### Signal wires on met1

Bar = 50 um. Supply wires on this layer in grey.
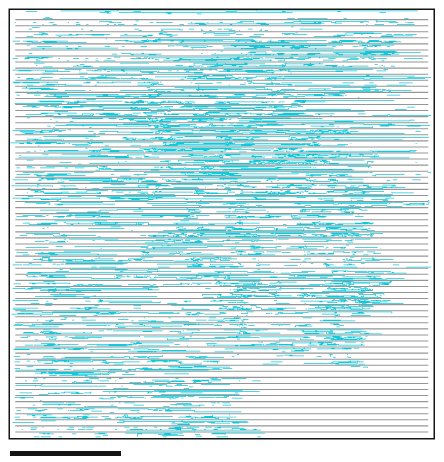
### M2 wires

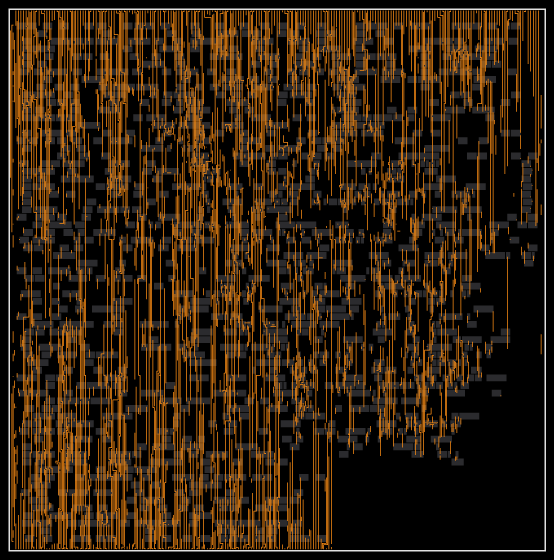
### Metal 3

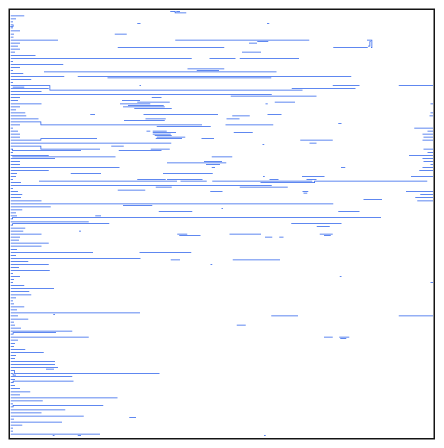
### Metal 4

Supply wires on this layer in grey.
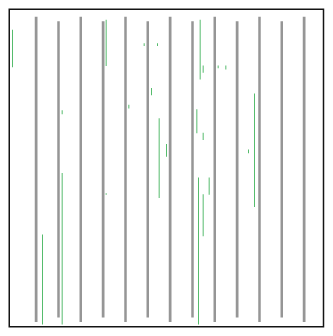
--- config.mk ---
export PLATFORM = sky130hd
export DESIGN_NAME = buscaminas_vga
export DESIGN_NICKNAME = d
export VERILOG_FILES = /design/src/rtl/buscaminas_vga.sv
export SDC_FILE = /design/constraint.sdc
export NUM_CORES = 1
export LEC_CHECK = 0
export ABC_CLOCK_PERIOD_IN_PS = 2610
export CAP_MARGIN = 20
export CORE_AREA = 2 2 188 190
export DETAILED_ROUTE_END_ITERATION = 16
export DIE_AREA = 0 0 190 192
export PLACE_DENSITY_LB_ADDON = 0.1
export SETUP_SLACK_MARGIN = 0.2
export SYNTH_ARGS = -nofsm -noshare
export SYNTH_HDL_FRONTEND = slang
export SYNTH_SLANG_ARGS = --single-unit
export TNS_END_PERCENT = 50
--- constraint.sdc ---
create_clock -name clk -period 2.61 [get_ports clk]
set_clock_uncertainty 0.1 [all_clocks]
set_input_delay 0.3915 -clock clk [delete_from_list [all_inputs] [get_ports clk]]
set_output_delay 0.3915 -clock clk [all_outputs]
set_load 0.01 [all_outputs]
--- src/rtl/buscaminas_vga.sv ---
// buscaminas_vga: renders the minesweeper core's 8x8 board, cursor and game
// state as a 640x480@60Hz VGA image. Pixel rate is clk/2; two pipeline stages
// (cell fetch, then colour) sit between the raster counters and the outputs.
module buscaminas_vga #(
    parameter int unsigned X0      = 80,
    parameter logic [3:0]  ST_WIN  = 4'd6,
    parameter logic [3:0]  ST_LOSE = 4'd7
) (
    input  logic                  clk,
    input  logic                  rst,
    input  logic [7:0][7:0][6:0]  tablero,
    input  logic [2:0]            i_actual,
    input  logic [2:0]            j_actual,
    input  logic [3:0]            state,
    output logic                  vga_clk,
    output logic                  hsync,
    output logic                  vsync,
    output logic                  blank_n,
    output logic                  sync_n,
    output logic [7:0]            r,
    output logic [7:0]            g,
    output logic [7:0]            b
);

    localparam logic [9:0] XL = 10'(X0);
    localparam logic [9:0] XR = 10'(X0 + 480);

    // raster and cell counters
    logic       pe;
    logic [9:0] hc, vc, hc_d, vc_d;
    logic [5:0] sx, sy, sx_d, sy_d;
    logic [2:0] cj, ri, cj_d, ri_d;
    logic       hc_wrap, vc_wrap;

    // stage 1
    logic       vis1, inb1, hs1, vs1, cur1, win1, lose1;
    logic [5:0] sx1, sy1;
    logic [6:0] cell1;

    // colour decode
    logic [23:0] rgb_d;
    logic        centre, border;

    assign vga_clk = pe;
    assign sync_n  = 1'b0;

    function automatic logic edge_band(input logic [5:0] v);
        return ((v >= 6'd1) && (v <= 6'd3)) || ((v >= 6'd56) && (v <= 6'd59));
    endfunction

    function automatic logic [23:0] palette(input logic [3:0] n);
        logic [23:0] c;
        case (n)
            4'd1:    c = 24'h0000FF;
            4'd2:    c = 24'h008000;
            4'd3:    c = 24'hFF0000;
            4'd4:    c = 24'h000080;
            4'd5:    c = 24'h800000;
            4'd6:    c = 24'h008080;
            4'd7:    c = 24'h000000;
            default: c = 24'h808080;
        endcase
        return c;
    endfunction

    // next-state of raster and cell sub-counters (no divider: sx/sy count cell pixels)
    always_comb begin
        hc_wrap = (hc == 10'd799);
        vc_wrap = (vc == 10'd524);
        hc_d    = hc_wrap ? 10'd0 : hc + 10'd1;
        vc_d    = vc;
        sx_d    = sx + 6'd1;
        cj_d    = cj;
        sy_d    = sy;
        ri_d    = ri;
        if (hc_d == XL) begin
            sx_d = 6'd0;
            cj_d = 3'd0;
        end else if (sx == 6'd59) begin
            sx_d = 6'd0;
            cj_d = (cj == 3'd7) ? 3'd7 : cj + 3'd1;   // saturate, never wrap into board
        end
        if (hc_wrap) begin
            vc_d = vc_wrap ? 10'd0 : vc + 10'd1;
            if (vc_wrap) begin
                sy_d = 6'd0;
                ri_d = 3'd0;
            end else if (sy == 6'd59) begin
                sy_d = 6'd0;
                ri_d = (ri == 3'd7) ? 3'd7 : ri + 3'd1;
            end else begin
                sy_d = sy + 6'd1;
            end
        end
    end

    // pixel-enable toggle and counter registers, advancing once per two clk
    always_ff @(posedge clk) begin
        if (!rst) begin
            pe <= 1'b0;
            hc <= '0;
            vc <= '0;
            sx <= '0;
            sy <= '0;
            cj <= '0;
            ri <= '0;
        end else begin
            pe <= ~pe;
            if (pe) begin
                hc <= hc_d;
                vc <= vc_d;
                sx <= sx_d;
                sy <= sy_d;
                cj <= cj_d;
                ri <= ri_d;
            end
        end
    end

    // stage 1: position flags and cell fetch for the current raster position
    always_ff @(posedge clk) begin
        if (!rst) begin
            vis1  <= 1'b0;
            inb1  <= 1'b0;
            hs1   <= 1'b1;
            vs1   <= 1'b1;
            cur1  <= 1'b0;
            win1  <= 1'b0;
            lose1 <= 1'b0;
            sx1   <= '0;
            sy1   <= '0;
            cell1 <= '0;
        end else if (pe) begin
            vis1  <= (hc < 10'd640) && (vc < 10'd480);
            inb1  <= (hc >= XL) && (hc < XR) && (vc < 10'd480);
            hs1   <= !((hc >= 10'd656) && (hc <= 10'd751));
            vs1   <= !((vc >= 10'd490) && (vc <= 10'd491));
            cur1  <= (ri == i_actual) && (cj == j_actual);
            win1  <= (state == ST_WIN);
            lose1 <= (state == ST_LOSE);
            sx1   <= sx;
            sy1   <= sy;
            cell1 <= tablero[ri][cj];
        end
    end

    // colour priority for the pixel held in stage 1
    always_comb begin
        rgb_d  = 24'h000000;
        centre = (sx1 >= 6'd20) && (sx1 <= 6'd39) && (sy1 >= 6'd20) && (sy1 <= 6'd39);
        border = edge_band(sx1) || edge_band(sy1);
        if (!vis1) begin
            rgb_d = 24'h000000;
        end else if (!inb1) begin
            rgb_d = win1 ? 24'h008000 : 24'h000000;
        end else if ((sx1 == 6'd0) || (sy1 == 6'd0)) begin
            rgb_d = 24'h404040;
        end else if (cur1 && border) begin
            rgb_d = 24'hFFFF00;
        end else if (cell1[4] && (cell1[6] || lose1)) begin
            rgb_d = centre ? 24'h000000 : 24'hFF0000;
        end else if (!cell1[6]) begin
            rgb_d = (cell1[5] && centre) ? 24'hFF0000 : 24'h808080;
        end else if ((cell1[3:0] != 4'd0) && centre) begin
            rgb_d = palette(cell1[3:0]);
        end else begin
            rgb_d = 24'hC0C0C0;
        end
    end

    // stage 2: registered outputs, all aligned to the same pixel
    always_ff @(posedge clk) begin
        if (!rst) begin
            hsync   <= 1'b1;
            vsync   <= 1'b1;
            blank_n <= 1'b0;
            r       <= '0;
            g       <= '0;
            b       <= '0;
        end else if (pe) begin
            hsync   <= hs1;
            vsync   <= vs1;
            blank_n <= vis1;
            r       <= rgb_d[23:16];
            g       <= rgb_d[15:8];
            b       <= rgb_d[7:0];
        end
    end

endmodule

==> Changelog: implementation <==
### Changed

* Status: finished, final reports clean
* Hold Vio Cnt, Final at 0
* R2r endpoint: cell1[1]
* Row cnt at 68
* Hold_ws at 364 ps
* VDD IR max at 0.302 mV
* Comb pwr at 0.00109 W
* Max Slew Vio Count at 0
* Pre-antenna DRT Iters at 4
* Met1 GRT Util at 31.9%
* Core Region at 34300 um2
* Max-slew headroom at 47.2%
* P_seq at 0.00122 W
* Mean post-synth cell area at 10.4 um2
* P per Cell Area at 269 nW/um2
* Most numerous cell in the Yosys netlist: mux4_2
* Detailed placement HPWL at 40700 um
* Die Area at 36500 um2
* Synth unique cells at 63
* Worst min path class: register to register
* Comb area leader: multiplexers
Back to the opening pictures, 'Signal wires on met1':
main direction = horizontal
longest straight run = 92.5 um
wire length on this layer = 18900 um
share of all routed wire = 40%
nets with wire on the layer = 1515
Post-Route WL: 47100 um
via count: 8431

Back to the opening pictures, 'M2 wires':
main direction = vertical
share of all routed wire = 50%
M2 GR Usage: 42.6%

Back to the opening pictures, 'Metal 3':
wire length on this layer = 4120 um
longest straight run = 165 um
nets with wire on the layer = 245
grt met3 use: 6.89%

Back to the opening pictures, 'Metal 4':
wire length on this layer = 521 um
main direction = vertical

[cell usage in the layout, fill, tap and decap left out, drive strengths merged, types with 3 or more instances in the layout]
master	count
a211oi	3
a21oi	39
a221oi	6
a22o	4
a22oi	3
a31oi	6
and3	3
buf	62
clkbuf	15
clkdlybuf4s50	487
dfxtp	77
diode	10
ha	9
inv	11
mux2	5
mux2i	32
mux4	122
nand2	59
nand2b	6
nand3	16
nand4	17
nor2	55
nor2b	12
nor3	11
nor4	7
o21ai	44
o221ai	7
o22a	6
o31ai	6
or2	4
or3	4
or4	3
xnor2	8
xor2	17
[sequential cells by signal (all words and copies together), names as in the netlist]
name and cells:
win1 1, lose1 1, hc 10, sy 6, cell1 7, inb1 1, hs1 1, g 3
vs1 1, vc 10, sx 6, sx1 6, cj 3, cur1 1, sy1 6, ri 3
blank_n 1, b 3, r 3, vsync 1, vis1 1, vga_clk 1, hsync 1
[area by class of cell]
| cell class | instances | area (um2) | share of cell area [%] |
|---|---|---|---|
| Clock buffer | 15 | 299 | 2.23 |
| Inverter | 12 | 45.0 | 0.335 |
| Antenna cell | 10 | 25.0 | 0.186 |
| Timing Repair Buffer | 550 | 5510 | 41.0 |
| Clock inverter | 1 | 8.76 | 0.0652 |
| Sequential cell | 77 | 1550 | 11.6 |
| Tap cell | 455 | 569 | 4.24 |
| Multi-Input combinational cell | 546 | 5420 | 40.4 |
[what timing repair did]
action,CTS,global route
setup buffers,2,8
endpoints found under the setup margin,4,34
pin swaps,0,3
gates cloned,1,0
resized,4,2
[tightest hold or removal path, delay by kind of cell (launching register included)]
family / cells / cell delay [ps]
flip-flops: 1 / 310
AND/OR/NAND/NOR: 1 / 60
AND-OR/OR-AND: 1 / 50
No activity file was given, so power comes from the tool's default toggle rates.
